===== config.mk =====
export PLATFORM = sky130hd
export DESIGN_NAME = fifo_write_arbiter
export DESIGN_NICKNAME = d
export VERILOG_FILES = /design/src/rtl/fifo_write_arbiter.sv
export SDC_FILE = /design/constraint.sdc
export NUM_CORES = 1
export LEC_CHECK = 0
export CORE_ASPECT_RATIO = 1.4
export CORE_MARGIN = 2
export CORE_UTILIZATION = 37
export DETAILED_ROUTE_END_ITERATION = 10
export PLACE_DENSITY = 0.8
export SLEW_MARGIN = 15
export SYNTH_ARGS = -nofsm -noshare
export SYNTH_HDL_FRONTEND = slang
export SYNTH_SLANG_ARGS = --single-unit

===== constraint.sdc =====
create_clock -name wclk -period 1.9 [get_ports wclk]
set_input_delay 0.475 -clock wclk [delete_from_list [all_inputs] [get_ports wclk]]
set_output_delay 0.475 -clock wclk [all_outputs]
set_load 0.05 [all_outputs]

===== src/rtl/fifo_write_arbiter.sv =====
`default_nettype none
// ============================================================================
// Module      : fifo_write_arbiter
// Description : Round-robin burst arbiter that shares the async FIFO write
//               port among NUM_REQ valid/ready requesters (write domain).
// Revision    : 1.0 - initial release
// ============================================================================
module fifo_write_arbiter #(
    parameter int NUM_REQ    = 4,
    parameter int DATA_WIDTH = 8,
    parameter int MAX_BURST  = 4
) (
    input  logic                          wclk,
    input  logic                          wrst,
    input  logic [NUM_REQ-1:0]            req_valid,
    input  logic [NUM_REQ*DATA_WIDTH-1:0] req_data,
    output logic [NUM_REQ-1:0]            req_ready,
    input  logic                          wfull,
    output logic                          winc,
    output logic [DATA_WIDTH-1:0]         wdata,
    output logic [NUM_REQ-1:0]            grant,
    output logic                          busy
);

    localparam int                 c_CNT_W     = $clog2(MAX_BURST + 1);
    localparam int                 c_IDX_W     = $clog2(NUM_REQ);
    localparam logic [c_CNT_W-1:0] c_LAST_BEAT = c_CNT_W'(MAX_BURST - 1);
    localparam logic [c_IDX_W:0]   c_NREQ      = (c_IDX_W + 1)'(NUM_REQ);
    localparam logic [c_IDX_W-1:0] c_LAST_REQ  = c_IDX_W'(NUM_REQ - 1);
    localparam logic [NUM_REQ-1:0] c_ONE_HOT0  = NUM_REQ'(1);

    typedef enum logic [0:0] {
        S_IDLE  = 1'b0,
        S_BURST = 1'b1
    } state_t;

    state_t               r_state;
    state_t               w_state_nxt;
    logic [NUM_REQ-1:0]   r_grant;
    logic [NUM_REQ-1:0]   w_grant_nxt;
    logic [c_IDX_W-1:0]   r_owner;
    logic [c_IDX_W-1:0]   w_owner_nxt;
    logic [c_IDX_W-1:0]   r_last_grant;
    logic [c_IDX_W-1:0]   w_last_nxt;
    logic [c_CNT_W-1:0]   r_beat_cnt;
    logic [c_CNT_W-1:0]   w_beat_nxt;

    logic [c_IDX_W:0]     w_sum;
    logic [c_IDX_W-1:0]   w_pick;
    logic                 w_found;
    logic                 w_owner_valid;
    logic                 w_xfer;
    logic                 w_last_beat;
    logic [DATA_WIDTH-1:0] w_slice [NUM_REQ];

    generate
        for (genvar gi = 0; gi < NUM_REQ; gi++) begin : g_slice
            assign w_slice[gi] = req_data[gi*DATA_WIDTH +: DATA_WIDTH];
        end
    endgenerate

    // Round-robin search: first valid requester strictly after last_grant, with wrap.
    always_comb begin
        w_sum   = '0;
        w_pick  = '0;
        w_found = 1'b0;
        for (int k = 1; k <= NUM_REQ; k++) begin
            w_sum = {1'b0, r_last_grant} + (c_IDX_W + 1)'(k);
            if (w_sum >= c_NREQ) begin
                w_sum = w_sum - c_NREQ;
            end
            if (!w_found && req_valid[w_sum[c_IDX_W-1:0]]) begin
                w_found = 1'b1;
                w_pick  = w_sum[c_IDX_W-1:0];
            end
        end
    end

    assign w_owner_valid = req_valid[r_owner];
    assign w_xfer        = (r_state == S_BURST) && w_owner_valid && !wfull;
    assign w_last_beat   = (r_beat_cnt == c_LAST_BEAT);

    always_ff @(posedge wclk) begin
        if (wrst) begin
            r_state      <= S_IDLE;
            r_grant      <= '0;
            r_owner      <= '0;
            r_last_grant <= c_LAST_REQ;
            r_beat_cnt   <= '0;
        end else begin
            r_state      <= w_state_nxt;
            r_grant      <= w_grant_nxt;
            r_owner      <= w_owner_nxt;
            r_last_grant <= w_last_nxt;
            r_beat_cnt   <= w_beat_nxt;
        end
    end

    always_comb begin
        w_state_nxt = r_state;
        w_grant_nxt = r_grant;
        w_owner_nxt = r_owner;
        w_last_nxt  = r_last_grant;
        w_beat_nxt  = r_beat_cnt;
        case (r_state)
            S_IDLE: begin
                if (w_found) begin
                    w_state_nxt = S_BURST;
                    w_grant_nxt = c_ONE_HOT0 << w_pick;
                    w_owner_nxt = w_pick;
                    w_beat_nxt  = '0;
                end
            end
            S_BURST: begin
                // Withdrawal releases even while stalled on wfull.
                if (!w_owner_valid || (w_xfer && w_last_beat)) begin
                    w_state_nxt = S_IDLE;
                    w_grant_nxt = '0;
                    w_last_nxt  = r_owner;
                    w_beat_nxt  = '0;
                end else if (w_xfer) begin
                    w_beat_nxt = r_beat_cnt + c_CNT_W'(1);
                end
            end
            default: begin
                w_state_nxt = S_IDLE;
                w_grant_nxt = '0;
                w_beat_nxt  = '0;
            end
        endcase
    end

    always_comb begin
        winc      = w_xfer;
        req_ready = w_xfer ? r_grant : '0;
        wdata     = (r_grant == '0) ? '0 : w_slice[r_owner];
        grant     = r_grant;
        busy      = (r_state == S_BURST);
    end

endmodule
`default_nettype wire


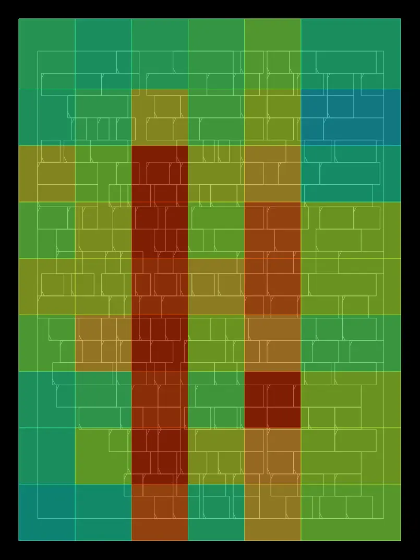
Fig. 1. Routing congestion map (run 1).
GR Layer Usage met3: 0.0452
GRT Total Usage: 0.238
wire per inst: 16.3 µm
global routing's busiest layer: met2

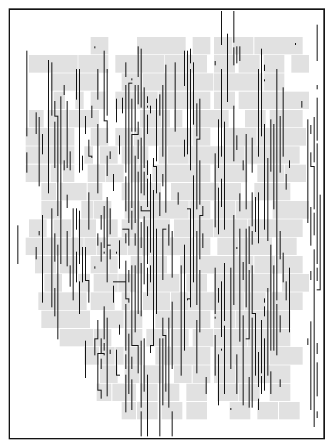
Fig. 2. Met2 routing (run 1).
share of all routed wire = 52%
nets with wire on the layer = 199
main direction = vertical
wire length on this layer = 1,760 µm
longest straight run = 34.3 µm
total detailed-routing wirelength: 3410 µm
total vias in the final route: 1,126

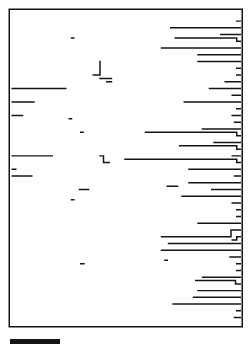
Fig. 3. The metal 3 layer (run 1).
Bar = 10 µm.
main direction = horizontal
nets with wire on the layer = 59
longest straight run = 22.5 µm

==> flow_summary.ini, run 1 <==
; flow metrics
[routing]
via_per_inst = 5.39
drc = 0

[logic_synthesis]
synthMuxAreaShare = 0.234
syn_inst = 100
topCombFamilyByArea = multiplexers
netlist_top_cells_count = dfxtp_1 (12), mux4_2 (8), nor2b_1 (8), nand2b_1 (7), nor2_1 (6)
ys_sh_simple = 0.228
synth_top_area_share = 0.254
aoi_share = 0.211
ys_cells = 100

[setup_path]
worstPathMaxFanout = 5
worstPathCellList = mux2i_4, o32ai_4, and2_4, buf_12
worstSetupPathType = reg -> out
critPathTopFamily = AND-OR/OR-AND gates

[power]
p_per_area_mw_per_mm2 = 609
p_int_mw = 0.700
ir_drop_mv = 0.473

[outcome]
violations = negative setup slack
outcome = complete, but fails checks

[final_layout]
drive_gt1_frac = 0.411
fillCellCount = 178

[grt]
antenna_found_initial = 0
grt-ovfl-total = 0

[place]
dp_cells = 202

[floorplan]
ios = 57

[final_timing]
tns_ns = -1.93
worst-slew-pin-transition_ns = 0.351
hold_viol = 0
worst_slack_ns = -0.176
setup-violations-final = 13
clock_skew_ns = 0.00284

[job]
warnings = 29

[clocking]
h-tree-depth = 1
insertion_delay_ns = 0.28
[run 1: power by group through the flow]
| stage | logic, mW | clock network (mW) | registers, mW |
|---|---|---|---|
| 6_report | 0.632 | 0.210 | 0.301 |
| 5_1_grt | 0.665 | 0.221 | 0.305 |
| 4_1_cts | 0.623 | 0.212 | 0.303 |
| 3_5_place_dp | 0.568 | 0 | 0.306 |
| 3_3_place_gp | 0.553 | 0 | 0.304 |
| 2_1_floorplan | 0.318 | 0 | 0.324 |
[run 1: sequential cells by signal, summed over array words and instances, names as in the netlist]
name          flops
r_owner           2
busy              1
grant             4
r_last_grant      2
r_beat_cnt        3
[run 1: layout by cell type (no fill, tap or decap), drive strengths merged, types with 5 or more instances in the layout]
cell and count:
dfxtp 12, nor2 6, buf 38, mux4 8, nand2b 7, dlygate4sd2 37, nor2b 8, o32ai 6
inv 5, a21oi 5
[run 1: worst register-to-register path: stages, from the launching register on]
cell and delay [ns]:
dfxtp_4 0.37, buf_4 0.15, mux2i_4 0.19, buf_4 0.15
a21bo_2 0.22, o211a_1 0.23, a211o_1 0.27
[run 1: final cells by class]
class                           instances  share of cell area
Clock buffer                            4              0.0193
Inverter                                5              0.0100
Multi-Input combinational cell         78               0.421
Sequential cell                        12               0.133
Tap cell                               34              0.0227
Timing Repair Buffer                   76               0.394
[run 1: path summary, 6_finish.rpt]
| path | start | to | slack (ns) | cells past startpoint |
|---|---|---|---|---|
| min | r_beat_cnt[0] | r_beat_cnt[0] | 0.48 | 1 |
| max | r_owner[1] | req_ready[2] | -0.18 | 4 |
| max reg2reg | r_owner[1] | r_last_grant[1] | 0.23 | 6 |
| min reg2reg | r_beat_cnt[0] | r_beat_cnt[0] | 0.48 | 1 |
[run 1: cells by family after synthesis]
logic type,Yosys count
simple gates,37
fa+ha+maj,2
flops,12
buf+inv,10
compound gates,27
mux,12
[run 1: routing by layer]
layer / share of wire / routed length, µm / vias to the layer above / track usage
li1: - / - / 531 / -
met1: 0.36 / 1210 / 520 / 0.243
met2: 0.52 / 1760 / 68 / 0.446
met3: 0.11 / 364 / 7 / 0.0452
met4: 0.022 / 74 / 0 / 0.0833
met5: 0 / 0 / - / 0
[run 1: repair_timing]
| action | in CTS | in global routing |
|---|---|---|
| setup buffers | 1 | 2 |
| endpoints found under the setup margin | 13 | 13 |
| cloned | 0 | 0 |
| pin swaps | 4 | 5 |
| hold endpoints to repair | 0 | 0 |
| resized | 63 | 1 |
Fig. 4: run 1, gate families picked out
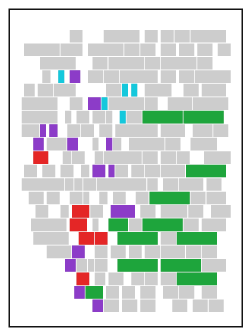

==> run 1 -> run 2 <==
--- a/config.mk
+++ b/config.mk
@@ -10,6 +10,7 @@
 export CORE_UTILIZATION = 37
 export DETAILED_ROUTE_END_ITERATION = 10
 export PLACE_DENSITY = 0.8
+export REMOVE_ABC_BUFFERS = 1
 export SLEW_MARGIN = 15
 export SYNTH_ARGS = -nofsm -noshare
 export SYNTH_HDL_FRONTEND = slang
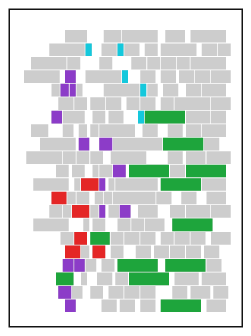
Fig. 5. Gate families picked out (run 2).
cyan -> inv cells  # cells 5, most used inv_1, where top middle
purple -> nand cells  # cells 14, most used nand2b_1
red -> non-inverting ao/oa cells  # cells 6
green -> mux cells  # cells 12, most used mux4_2
Post-Layout Cell Count: 206
combinational share of cell area: 0.421

==> run 2 against run 1 <==
- global-route usage increased by 0.25 points
- the run still ends with negative setup slack left
- hold slack better by 0.017 ns
- utilization is 2.3 points lower
- highest routed layer unchanged
- maximum frequency grew 0.46%
==> flow_summary.ini, run 2 <==
; flow metrics
[logic_synthesis]
netlist_top_cells_count = dfxtp_1 (12), mux4_2 (8), nor2b_1 (8), nand2b_1 (7), nor2_1 (6)
ys_cells = 100
synth_top_area_share = 0.254

[final_layout]
drive_gt1_frac = 0.384
layout_top_cell = dlygate4sd2_1
largest_reg_flops = 4
fin_nets = 215
final_cell_mix = dlygate4sd2_1 (36), buf_4 (19), buf_6 (11), dfxtp_1 (10)

[clocking]
h-tree-depth = 1
insertion_delay_ns = 0.27

[grt]
antenna_found_initial = 0
grt-ovfl-total = 0
grt_usage = 0.240

[final_timing]
clock_skew_ns = 0.00694
tns_ns = -1.83
worst_slack_ns = -0.167
setup-violations-final = 13
worst-slew-pin-transition_ns = 0.474

[job]
cap_violations = 0
warnings = 27

[routing]
drc = 0
wire_per_inst_um = 16.2
via_per_inst = 5.42

[power]
p_per_area_mw_per_mm2 = 580
ir_drop_mv = 0.467

[floorplan]
die.size.y_um = 63.8
ios = 57

[outcome]
violations = negative setup slack
outcome = complete, but fails checks

[setup_path]
worstPathCellList = buf_6, mux4_2, nor2b_4, buf_6
worstPathMaxFanout = 5
worstSetupPathType = reg -> out
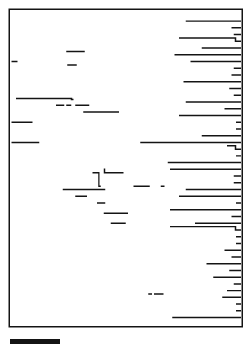
Fig. 6. The metal 3 layer (run 2).
Bar = 10 µm.
nets with wire on the layer = 60
main direction = horizontal
total vias in the final route: 1,116
GR Layer Usage met3: 0.0593
total detailed-routing wirelength: 3340 µm

[run 2: worst max-delay path: cells and delay by family (launching register included)]
kind | cells | cell delay (ns)
DFF | 1 | 0.38
and+or+nand+nor | 1 | 0.15
buffers and inverters | 2 | 0.28
muxes | 1 | 0.51
[run 2: stage by stage]
stage	utilization	hold WS (ns)	cells	instance area, µm²	setup slack (ns)
after floorplan	-	0.428	95	920	-0.918
after global placement	0.698	0.443	203	1690	-0.413
after detailed placement	0.698	0.490	203	1690	-0.412
after CTS	0.748	0.503	205	1810	-0.161
after global routing	0.753	0.533	206	1820	-0.216
final	0.753	0.497	206	1820	-0.167
[run 2: worst paths after layout]
| path | depth (start not counted) | start | end | slack, ns |
|---|---|---|---|---|
| setup / recovery | 4 | r_owner[0] | wdata[3] | -0.17 |
| hold / removal | 2 | r_beat_cnt[1] | r_beat_cnt[1] | 0.50 |
| setup reg to reg | 6 | r_beat_cnt[0] | r_last_grant[1] | 0.25 |
| hold reg to reg | 2 | r_beat_cnt[1] | r_beat_cnt[1] | 0.50 |
[run 2: kinds of logic (layout without fill, tap and decap cells)]
group                    count (synthesis)  in the layout  synth area share
flip-flops                              12             12             0.254
AND/OR/NAND/NOR                         37             37             0.228
buffers and inverters                   10             82            0.0464
multiplexers                            12             12             0.234
AND-OR/OR-AND                           27             27             0.211
adder cells (fa/ha/maj)                  2              2            0.0265
[run 2: cell type report]
cell class / count / area (µm²)
tap: 34 / 42.5
timing repair buffer: 74 / 722
multi-input combinational: 78 / 767
fill: 175 / 597
sequential: 12 / 248
clock buffer: 3 / 22.5
inverter: 5 / 18.8
[run 2: routing by layer]
metal / wire (µm) / share of wire / track usage
met1: 1180 / 0.35 / 0.239
met2: 1730 / 0.52 / 0.446
met5: 0 / 0 / 0
met3: 339 / 0.10 / 0.0593
met4: 88 / 0.026 / 0.0903
[run 2: what timing repair did]
item                                    4_1_cts  5_1_grt
hold buffers                                  0        0
pin swaps                                     3        2
gates cloned                                  0        0
setup buffers                                 0        1
endpoints found under the setup margin       13       13
gates resized                                77        1
[run 2: report_power, final]
| part | total, mW | switching [mW] | internal [mW] | leakage [nW] |
|---|---|---|---|---|
| clock | 0.153 | 0.0799 | 0.0735 | 0.0138 |
| sequential | 0.295 | 0.0245 | 0.271 | 0.0996 |
| combinational | 0.607 | 0.314 | 0.293 | 0.674 |
| total | 1.06 | 0.418 | 0.637 | 0.788 |
No activity file was given, so power comes from the tool's default toggle rates.
